$ cat config.mk
export PLATFORM = sky130hd
export DESIGN_NAME = packet_sender
export DESIGN_NICKNAME = d
export VERILOG_FILES = /design/src/rtl/packet_sender.sv
export SDC_FILE = /design/constraint.sdc
export NUM_CORES = 1
export LEC_CHECK = 0
export CAP_MARGIN = 20
export CORE_ASPECT_RATIO = 1.5
export CORE_MARGIN = 1
export CORE_UTILIZATION = 57
export CTS_BUF_LIST = sky130_fd_sc_hd__clkbuf_8
export DETAILED_ROUTE_END_ITERATION = 10
export GPL_TIMING_DRIVEN = 0
export PLACE_DENSITY = 0.8
export SYNTH_ARGS = -nofsm -noshare
export SYNTH_HDL_FRONTEND = slang
export SYNTH_SLANG_ARGS = --single-unit
$ cat constraint.sdc
create_clock -name clk -period 3.73 [get_ports clk]
set_input_delay 0.373 -clock clk [delete_from_list [all_inputs] [get_ports clk]]
set_output_delay 0.373 -clock clk [all_outputs]
set_load 0.01 [all_outputs]
$ cat src/rtl/packet_sender.sv
// Per-ingress-port packet generator for the switch write interface.
// Emits sop, header, numbered payload words and eop, singly or as a burst.
module packet_sender #(
  parameter int unsigned TX_PORT         = 0,
  parameter int unsigned PORT_NUM        = 4,
  parameter int unsigned DATA_WIDTH      = 32,
  parameter int unsigned PRIORITY        = 8,
  parameter int unsigned DATA_LENGTH_MAX = 1024,
  localparam int unsigned WIDTH_SEL      = $clog2(PORT_NUM),
  localparam int unsigned WIDTH_PRI      = $clog2(PRIORITY),
  localparam int unsigned WIDTH_LEN      = $clog2(DATA_LENGTH_MAX)
) (
  input  logic                  clk,
  input  logic                  rst_n,
  input  logic                  start,
  output logic                  ready,
  input  logic                  single,
  input  logic [19:0]           send_cycle,
  output logic                  done,
  input  logic [WIDTH_SEL-1:0]  dest,
  input  logic [WIDTH_PRI-1:0]  prio,
  input  logic [WIDTH_LEN-1:0]  length,
  output logic                  wr_sop,
  output logic                  wr_eop,
  output logic                  wr_vld,
  output logic [DATA_WIDTH-1:0] wr_data
);

  localparam int unsigned HDR_PRI_LSB = WIDTH_SEL;
  localparam int unsigned HDR_LEN_LSB = WIDTH_SEL + WIDTH_PRI;
  localparam int unsigned HDR_SRC_LSB = WIDTH_SEL + WIDTH_PRI + WIDTH_LEN;

  typedef enum logic [2:0] {
    S_IDLE,
    S_SOP,
    S_HDR,
    S_DATA,
    S_EOP,
    S_GAP,
    S_DONE
  } state_t;

  state_t                state_q, state_d;
  logic [WIDTH_SEL-1:0]  dest_q, dest_d;
  logic [WIDTH_PRI-1:0]  prio_q, prio_d;
  logic [WIDTH_LEN-1:0]  len_q, len_d;
  logic                  single_q, single_d;
  logic [19:0]           burst_q, burst_d;
  logic [19:0]           pkt_cnt_q, pkt_cnt_d;
  logic [WIDTH_LEN-1:0]  idx_q, idx_d;
  logic [WIDTH_LEN-1:0]  last_idx;

  logic                  ready_q, ready_d;
  logic                  done_q, done_d;
  logic                  sop_q, sop_d;
  logic                  eop_q, eop_d;
  logic                  vld_q, vld_d;
  logic [DATA_WIDTH-1:0] data_q, data_d;
  logic [DATA_WIDTH-1:0] hdr_word;
  logic [DATA_WIDTH-1:0] pay_word;

  // A zero length still carries one payload word; the header keeps the raw value.
  assign last_idx = (len_q == '0) ? '0 : len_q - WIDTH_LEN'(1);

  always_comb begin
    state_d   = state_q;
    dest_d    = dest_q;
    prio_d    = prio_q;
    len_d     = len_q;
    single_d  = single_q;
    burst_d   = burst_q;
    pkt_cnt_d = pkt_cnt_q;
    idx_d     = idx_q;

    unique case (state_q)
      S_IDLE: begin
        if (start) begin
          dest_d    = dest;
          prio_d    = prio;
          len_d     = length;
          single_d  = single;
          burst_d   = (send_cycle == '0) ? 20'd1 : send_cycle;
          pkt_cnt_d = '0;
          idx_d     = '0;
          state_d   = S_SOP;
        end
      end
      S_SOP: begin
        idx_d   = '0;
        state_d = S_HDR;
      end
      S_HDR: begin
        state_d = S_DATA;
      end
      S_DATA: begin
        if (idx_q == last_idx) begin
          state_d = S_EOP;
        end else begin
          idx_d = idx_q + WIDTH_LEN'(1);
        end
      end
      S_EOP: begin
        pkt_cnt_d = pkt_cnt_q + 20'd1;
        if (single_q || (pkt_cnt_d == burst_q)) begin
          state_d = S_DONE;
        end else begin
          state_d = S_GAP;
        end
      end
      S_GAP: begin
        state_d = S_SOP;
      end
      S_DONE: begin
        state_d = S_IDLE;
      end
      default: begin
        state_d = S_IDLE;
      end
    endcase
  end

  always_comb begin
    hdr_word = '0;
    hdr_word[WIDTH_SEL-1:0]               = dest_q;
    hdr_word[HDR_PRI_LSB +: WIDTH_PRI]    = prio_q;
    hdr_word[HDR_LEN_LSB +: WIDTH_LEN]    = len_q;
    hdr_word[HDR_SRC_LSB +: 16]           = 16'(TX_PORT);

    pay_word = '0;
    pay_word[DATA_WIDTH-1 -: 8]           = 8'(TX_PORT);
    pay_word[WIDTH_LEN-1:0]               = idx_d;
  end

  // Outputs are decoded from the next state so they register in step with it.
  always_comb begin
    ready_d = (state_d == S_IDLE);
    done_d  = (state_d == S_DONE);
    sop_d   = (state_d == S_SOP);
    eop_d   = (state_d == S_EOP);
    vld_d   = (state_d == S_HDR) || (state_d == S_DATA);
    data_d  = '0;
    if (state_d == S_HDR) begin
      data_d = hdr_word;
    end else if (state_d == S_DATA) begin
      data_d = pay_word;
    end
  end

  always_ff @(posedge clk or negedge rst_n) begin
    if (!rst_n) begin
      state_q   <= S_IDLE;
      dest_q    <= '0;
      prio_q    <= '0;
      len_q     <= '0;
      single_q  <= 1'b0;
      burst_q   <= '0;
      pkt_cnt_q <= '0;
      idx_q     <= '0;
      ready_q   <= 1'b1;
      done_q    <= 1'b0;
      sop_q     <= 1'b0;
      eop_q     <= 1'b0;
      vld_q     <= 1'b0;
      data_q    <= '0;
    end else begin
      state_q   <= state_d;
      dest_q    <= dest_d;
      prio_q    <= prio_d;
      len_q     <= len_d;
      single_q  <= single_d;
      burst_q   <= burst_d;
      pkt_cnt_q <= pkt_cnt_d;
      idx_q     <= idx_d;
      ready_q   <= ready_d;
      done_q    <= done_d;
      sop_q     <= sop_d;
      eop_q     <= eop_d;
      vld_q     <= vld_d;
      data_q    <= data_d;
    end
  end

  assign ready   = ready_q;
  assign done    = done_q;
  assign wr_sop  = sop_q;
  assign wr_eop  = eop_q;
  assign wr_vld  = vld_q;
  assign wr_data = data_q;

  a_strobes_exclusive: assert property (
    @(posedge clk) disable iff (!rst_n) $onehot0({wr_sop, wr_eop, wr_vld}));

  a_data_zero_when_invalid: assert property (
    @(posedge clk) disable iff (!rst_n) !wr_vld |-> (wr_data == '0));

endmodule

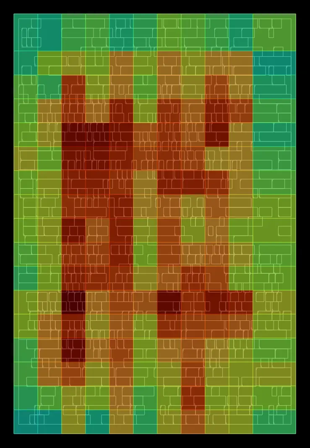
final_congestion.png
gr usage total: 0.3174
DR WL/cell: 18.25 µm
final core utilization: 0.6979

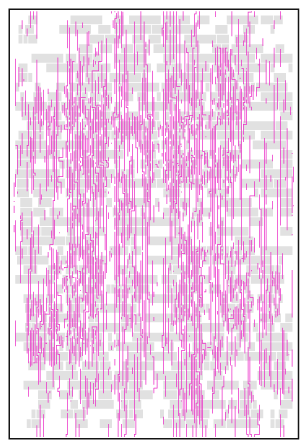
met2.png
- longest straight run: 58.8 µm
- nets with wire on the layer: 621

==> flow_summary.toml <==
# generated from flow reports
[run_status]
status = "finished clean"

[cells_and_area]
area_delta_synth_final_pct = 19.13
final_area_um2 = 6421
drive_above_1_share = 0.1356
n_all_inverters = 14
nNonClkBuffers = 118
final_nets = 709
sh_comb_area = 0.4478
final_cell_mix = "88 x dfrtp_1, 57 x clkdlybuf4s50_1, 43 x o21ai_0, 39 x nor2_1, 39 x nand2_1"
buffer_area_frac = 0.1426
nFillCells = 743

[clock_network]
clk_pin_slew_ns = 0.09
clock_path_buffers = 2
cts_made_buffers = 9
cts_hold_buf = 1
cts_tree = "yes"
cts-root-buf = "clkbuf_8"

[critical_path]
required_ns = 3.98
worstSetupStartpoint = "len_q[0]"
ff2ff_path_depth = 11
cp.depth = 11
worst-path-max-fanout = 10
cp_num_buf_inv = 3
cp-endpoint = "idx_q[3]"
critPathTopFamily = "simple AND/OR/NAND/NOR gates"
rr_startpoint = "len_q[0]"

[sta]
setup_viol = 0
min_period_ns = 3.375
fmax_mhz = 296.3
timing.hold.ws_ns = 0.4967
rsz0062_at_grt = "no"
tightest_slew_ns = 0.9813
final.setup.worst_slack_ns = 0.3545
finalClockPeriodUsage = 0.9049
finalHoldViolations = 0
finalMaxSlewViolations = 0
fin_skew_ns = 0.009273

[synthesis]
yosys-mux-area-fraction = 0.07474
yosys.area.top_type = "dfrtp_1"
top_area_frac = 0.4085
aoi_share = 0.1971
yosys.cell_types.count = 70
edf_count = 0
xor_share = 0.05362
yosys-stat-area_um2 = 5390
ys_seq_share = 0.4134
ys_cells = 580
synthArstFlopShare = 1.000
top_cells_by_area = "dfrtp_1 41%, mux2_2 7.1%, o21ai_0 4.0%"

[detailed_routing]
drt-pass1-iter-count = 6
wl_met2_um = 7568
drcViolationCount = 0
viasPerCell = 6.326
wl_met1_um = 5207
wirelength_um = 14290
postRouteAntennaNets = 0

[power]
power_frac_comb = 0.340
max-vdd-ir-drop_mv = 0.4808
power.switching_w = 0.001007
leakage_nw = 2.674
power_clock_w = 0.000719
power-top-group = "sequential cells"
power_w = 0.002989
p_comb_w = 0.00102
p_seq_w = 0.00125

[global_routing]
grt_max_degree = 57
met1_usage = 0.3589
met3_usage = 0.05113
overflow = 0

[die]
die_area_um2 = 9858
rows = 43
die_x_um = 81.40

[placed_design]
dpl_cell_area_um2 = 6196
post-place-cells = 767
place_hpwl_um = 10790
gp_congestion = 0.9606
io_buffer_count = 58
place_ws_ns = 0.3393
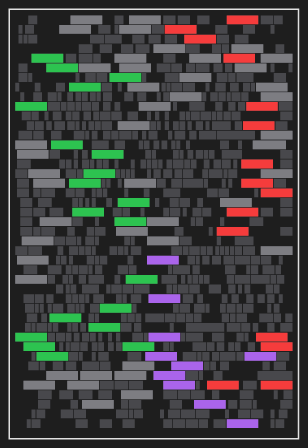
registers.png
Other sequential cells in the stronger gray, the rest of the logic in the fainter gray.
- green: pkt_cnt_q (placed flops 20)
- red: wr_data (placed flops 15)
- purple: len_q (placed flops 10; where bottom middle)

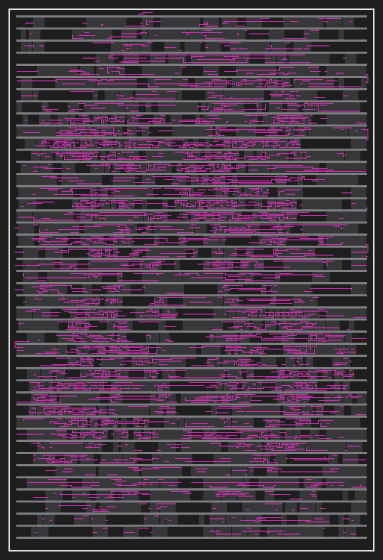
met1.png
Supply wires on this layer in gray.
- main direction: horizontal
- share of all routed wire: 36%

Power figures rest on the tool's default switching activity, not on a simulated workload.
